--- config.mk ---
export PLATFORM = sky130hd
export DESIGN_NAME = cordic_iq_scheduler
export DESIGN_NICKNAME = d
export VERILOG_FILES = /design/src/rtl/cordic_iq_scheduler.sv
export SDC_FILE = /design/constraint.sdc
export NUM_CORES = 1
export LEC_CHECK = 0
export CORE_MARGIN = 2
export CORE_UTILIZATION = 48
export CTS_BUF_LIST = sky130_fd_sc_hd__clkbuf_4 sky130_fd_sc_hd__clkbuf_8
export CTS_CLUSTER_DIAMETER = 150
export DETAILED_ROUTE_END_ITERATION = 12
export PLACE_DENSITY = 0.81
export SYNTH_ARGS = -nofsm -noshare
export SYNTH_HDL_FRONTEND = slang
export SYNTH_SLANG_ARGS = --single-unit
--- constraint.sdc ---
create_clock -name clock -period 2.4 [get_ports clock]
set_input_delay 0.36 -clock clock [delete_from_list [all_inputs] [get_ports clock]]
set_output_delay 0.36 -clock clock [all_outputs]
set_load 0.01 [all_outputs]
--- src/rtl/cordic_iq_scheduler.sv ---
// Shares one pipelined CORDIC angle unit between two I/Q requesters: round-robin
// grant, operand register, tag pipeline, and per-owner angle / phase-difference result.
module cordic_iq_scheduler #(
  parameter int IQ_W       = 4,
  parameter int ANG_W      = 16,
  parameter int CORDIC_LAT = 4
) (
  input  logic             clock,
  input  logic             reset,
  input  logic             i_flush,
  input  logic             i_req0_valid,
  input  logic [IQ_W-1:0]  i_req0_I,
  input  logic [IQ_W-1:0]  i_req0_Q,
  output logic             o_req0_ready,
  input  logic             i_req1_valid,
  input  logic [IQ_W-1:0]  i_req1_I,
  input  logic [IQ_W-1:0]  i_req1_Q,
  output logic             o_req1_ready,
  output logic [IQ_W-1:0]  o_cordic_I,
  output logic [IQ_W-1:0]  o_cordic_Q,
  input  logic [ANG_W-1:0] i_cordic_angle,
  output logic             o_res_valid,
  output logic             o_res_id,
  output logic [ANG_W-1:0] o_res_angle,
  output logic [ANG_W-1:0] o_res_dangle,
  output logic             o_res_first
);

  localparam int DEPTH = CORDIC_LAT + 1;

  logic             clr;
  logic             gnt0;
  logic             gnt1;
  logic             xfer;
  logic             xfer_id;

  logic             last_id_q, last_id_d;
  logic [IQ_W-1:0]  cordic_i_q, cordic_i_d;
  logic [IQ_W-1:0]  cordic_q_q, cordic_q_d;

  logic [DEPTH-1:0] tag_valid_q, tag_valid_d;
  logic [DEPTH-1:0] tag_id_q, tag_id_d;
  logic             exit_valid;
  logic             exit_id;

  logic             hit [2];
  logic             have_prev_q [2];
  logic             have_prev_d [2];
  logic [ANG_W-1:0] prev_q [2];
  logic [ANG_W-1:0] prev_d [2];

  logic             res_valid_q, res_valid_d;
  logic             res_id_q, res_id_d;
  logic [ANG_W-1:0] res_angle_q, res_angle_d;
  logic [ANG_W-1:0] res_dangle_q, res_dangle_d;
  logic             res_first_q, res_first_d;

  assign clr = reset | i_flush;

  // last_id_q = 1 after reset/flush, so requester 0 wins the first tie.
  always_comb begin
    gnt0 = 1'b0;
    gnt1 = 1'b0;
    if (!clr) begin
      if (i_req0_valid && i_req1_valid) begin
        gnt0 = last_id_q;
        gnt1 = ~last_id_q;
      end else begin
        gnt0 = i_req0_valid;
        gnt1 = i_req1_valid;
      end
    end
  end

  assign xfer         = gnt0 | gnt1;
  assign xfer_id      = gnt1;
  assign o_req0_ready = gnt0;
  assign o_req1_ready = gnt1;

  always_comb begin
    last_id_d  = last_id_q;
    cordic_i_d = cordic_i_q;
    cordic_q_d = cordic_q_q;
    if (i_flush) begin
      last_id_d = 1'b1;
    end else if (xfer) begin
      last_id_d = xfer_id;
    end
    if (gnt1) begin
      cordic_i_d = i_req1_I;
      cordic_q_d = i_req1_Q;
    end else if (gnt0) begin
      cordic_i_d = i_req0_I;
      cordic_q_d = i_req0_Q;
    end
  end

  // Stage j holds the tag whose operand loaded j+1 edges ago; stage CORDIC_LAT
  // therefore lines up with the CORDIC output for that operand.
  assign tag_valid_d[0] = xfer;
  assign tag_id_d[0]    = xfer_id;

  generate
    for (genvar gi = 1; gi < DEPTH; gi++) begin : g_tag
      assign tag_valid_d[gi] = tag_valid_q[gi-1] & ~clr;
      assign tag_id_d[gi]    = tag_id_q[gi-1];
    end
  endgenerate

  assign exit_valid = tag_valid_q[CORDIC_LAT];
  assign exit_id    = tag_id_q[CORDIC_LAT];

  generate
    for (genvar gi = 0; gi < 2; gi++) begin : g_hist
      assign hit[gi]         = exit_valid && !clr && (exit_id == 1'(gi));
      assign have_prev_d[gi] = i_flush ? 1'b0 : (have_prev_q[gi] | hit[gi]);
      assign prev_d[gi]      = hit[gi] ? i_cordic_angle : prev_q[gi];

      always_ff @(posedge clock) begin
        if (reset) begin
          have_prev_q[gi] <= 1'b0;
          prev_q[gi]      <= '0;
        end else begin
          have_prev_q[gi] <= have_prev_d[gi];
          prev_q[gi]      <= prev_d[gi];
        end
      end
    end
  endgenerate

  // Difference is plain modular subtraction; the consumer reads it as signed.
  always_comb begin
    res_valid_d  = exit_valid & ~clr;
    res_id_d     = res_id_q;
    res_angle_d  = res_angle_q;
    res_dangle_d = res_dangle_q;
    res_first_d  = res_first_q;
    if (exit_valid && !clr) begin
      res_id_d     = exit_id;
      res_angle_d  = i_cordic_angle;
      res_first_d  = ~have_prev_q[exit_id];
      res_dangle_d = have_prev_q[exit_id] ? (i_cordic_angle - prev_q[exit_id]) : '0;
    end
  end

  always_ff @(posedge clock) begin
    if (reset) begin
      last_id_q    <= 1'b1;
      cordic_i_q   <= '0;
      cordic_q_q   <= '0;
      tag_valid_q  <= '0;
      tag_id_q     <= '0;
      res_valid_q  <= 1'b0;
      res_id_q     <= 1'b0;
      res_angle_q  <= '0;
      res_dangle_q <= '0;
      res_first_q  <= 1'b0;
    end else begin
      last_id_q    <= last_id_d;
      cordic_i_q   <= cordic_i_d;
      cordic_q_q   <= cordic_q_d;
      tag_valid_q  <= tag_valid_d;
      tag_id_q     <= tag_id_d;
      res_valid_q  <= res_valid_d;
      res_id_q     <= res_id_d;
      res_angle_q  <= res_angle_d;
      res_dangle_q <= res_dangle_d;
      res_first_q  <= res_first_d;
    end
  end

  assign o_cordic_I   = cordic_i_q;
  assign o_cordic_Q   = cordic_q_q;
  assign o_res_valid  = res_valid_q;
  assign o_res_id     = res_id_q;
  assign o_res_angle  = res_angle_q;
  assign o_res_dangle = res_dangle_q;
  assign o_res_first  = res_first_q;

endmodule
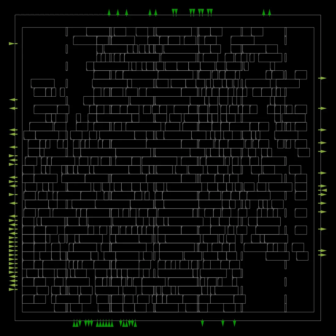
Fig. 1. Placed standard cells.
# fillers: 642
Rows: 33

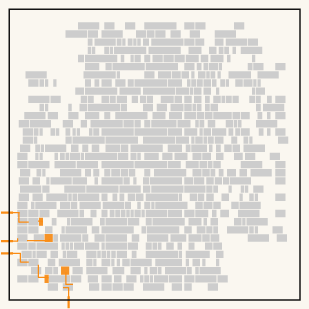
Fig. 2. Nets reached from selected ports.
Drawn at 3 px/um.
colour	port	bits	direction	edge	end cells	buffers	wire
orange	i_req1_Q	4	input	3 west, 1 south	4	4	49.4 um

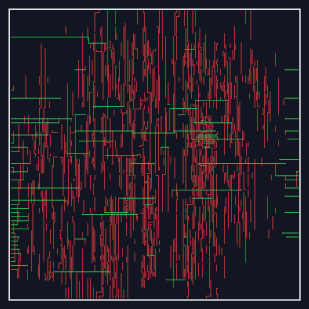
Fig. 3. Routed metal, one colour a layer.
Drawn at 3 px/um. Two of the layers only.
colour	layer	wire length
green	metal 3	592 um
red	metal 2	4720 um

==> out/results.txt <==
Status: complete, no violations
Yosys cell count: 412
Initial antenna violation count: 0
DR top layer: met4
Hold Violations, Final: 0
Flip-flops with a built-in enable: 32
Skew final: 0.00636 ns
Mapped Area: 4100 um^2
Post-place instance area: 5310 um^2
Buf/Inv on CP: 1
Setup ws final: 0.0538 ns
Synth Area per Inst: 9.95 um^2
Most flops, register: prev_q
Core area: 8260 um^2
DIE AREA: 9290 um^2
Pins Over Slew Limit: 0
Met3 GRT Util: 3.96%
Startpoint Class: flip-flop
Peak supply drop: 0.000437 V
Starting DRC count in detailed routing: 206
Worst stage delay on the critical path: 0.39 ns
Peak-usage layer in the global routing report: met2
FFs w/ async S/R, synth: 0%
HP Class: reg -> reg
Most used cell, CP: a211oi_2
Drt pass-1 iters: 4
H-tree lvl count: 3
Logic pwr share: 14.6%
Finished Layout Cells: 640
Clock net sink count: 88
LEAKAGE: 0.00223 uW
Gpl congestion: 0.797
RSZ-0062 raised after global routing: true
Final instance area: 5580 um^2
Post-synth top area cell: dfxtp_1
Layout cell share with drive strength beyond 1: 16.1%
Drc violations: 0
Clk pwr share: 34.4%
CTS tree: yes
Slowest stage cell, crit path: fa_2
Sw Pwr: 802 uW
Port bufs: 81
CTS Buf Count: 9
Sw Ratio: 25.8%
Maxcap violations: 0
Die X: 96.4 um
Yosys cell types: 47
Routed len/inst: 15.3 um
Root Buffer: clkbuf_8
GR Overflow Total: 0
Yosys warnings: 0
[cell type report]
| class | instances | area (um^2) | share of cell area (%) |
|---|---|---|---|
| Sequential cell | 88 | 2090 | 37.4 |
| Inverter | 15 | 56.3 | 1.01 |
| Clock inverter | 7 | 77.6 | 1.39 |
| Multi-Input combinational cell | 287 | 1900 | 34.0 |
| Timing Repair Buffer | 129 | 1210 | 21.7 |
| Clock buffer | 9 | 124 | 2.22 |
| Tap cell | 105 | 131 | 2.35 |
[power groups by stage]
stage	sequential, uW	clock, uW	combinational, uW
final	1580	1070	452
after global routing	1590	1140	491
after CTS	1580	1080	446
after detailed placement	1620	0	438
after global placement	1620	0	429
after floorplan	1620	0	219
[timing repair]
item,CTS,global route
hold buffers,0,0
gates cloned,0,0
setup endpoints to repair,5,5
pin swaps,5,6
setup buffers,2,1
resized,6,9
[worst reg2reg max path, stage by stage (launching register included)]
cell      delay [ns]
dfxtp_4         0.38
buf_4           0.16
mux2i_2         0.18
fa_2            0.39
a211oi_2        0.25
o21ai_2         0.10
o31a_4          0.31
a211oi_2        0.24
xor2_1          0.18
o21ai_1         0.07
[logic make-up (layout without fill, tap and decap cells)]
logic type | Yosys count | after routing | synth area share [%]
simple gates | 142 | 142 | 16.6
mux | 22 | 22 | 5.43
buf+inv | 37 | 160 | 3.78
xor+xnor | 11 | 11 | 2.35
compound gates | 93 | 93 | 15.0
flops | 88 | 88 | 50.8
fa+ha+maj | 19 | 19 | 5.98
[worst paths after layout]
check                     endpoint           start  slack, ns  cells past startpoint
hold reg to reg     tag_valid_q[1]  tag_valid_q[0]       0.43                      1
hold / removal      tag_valid_q[1]  tag_valid_q[0]       0.43                      1
setup reg to reg  o_res_dangle[12]     tag_id_q[4]       0.05                      9
setup / recovery  o_res_dangle[12]     tag_id_q[4]       0.05                      9
Power is estimated from default activity; no workload was simulated.
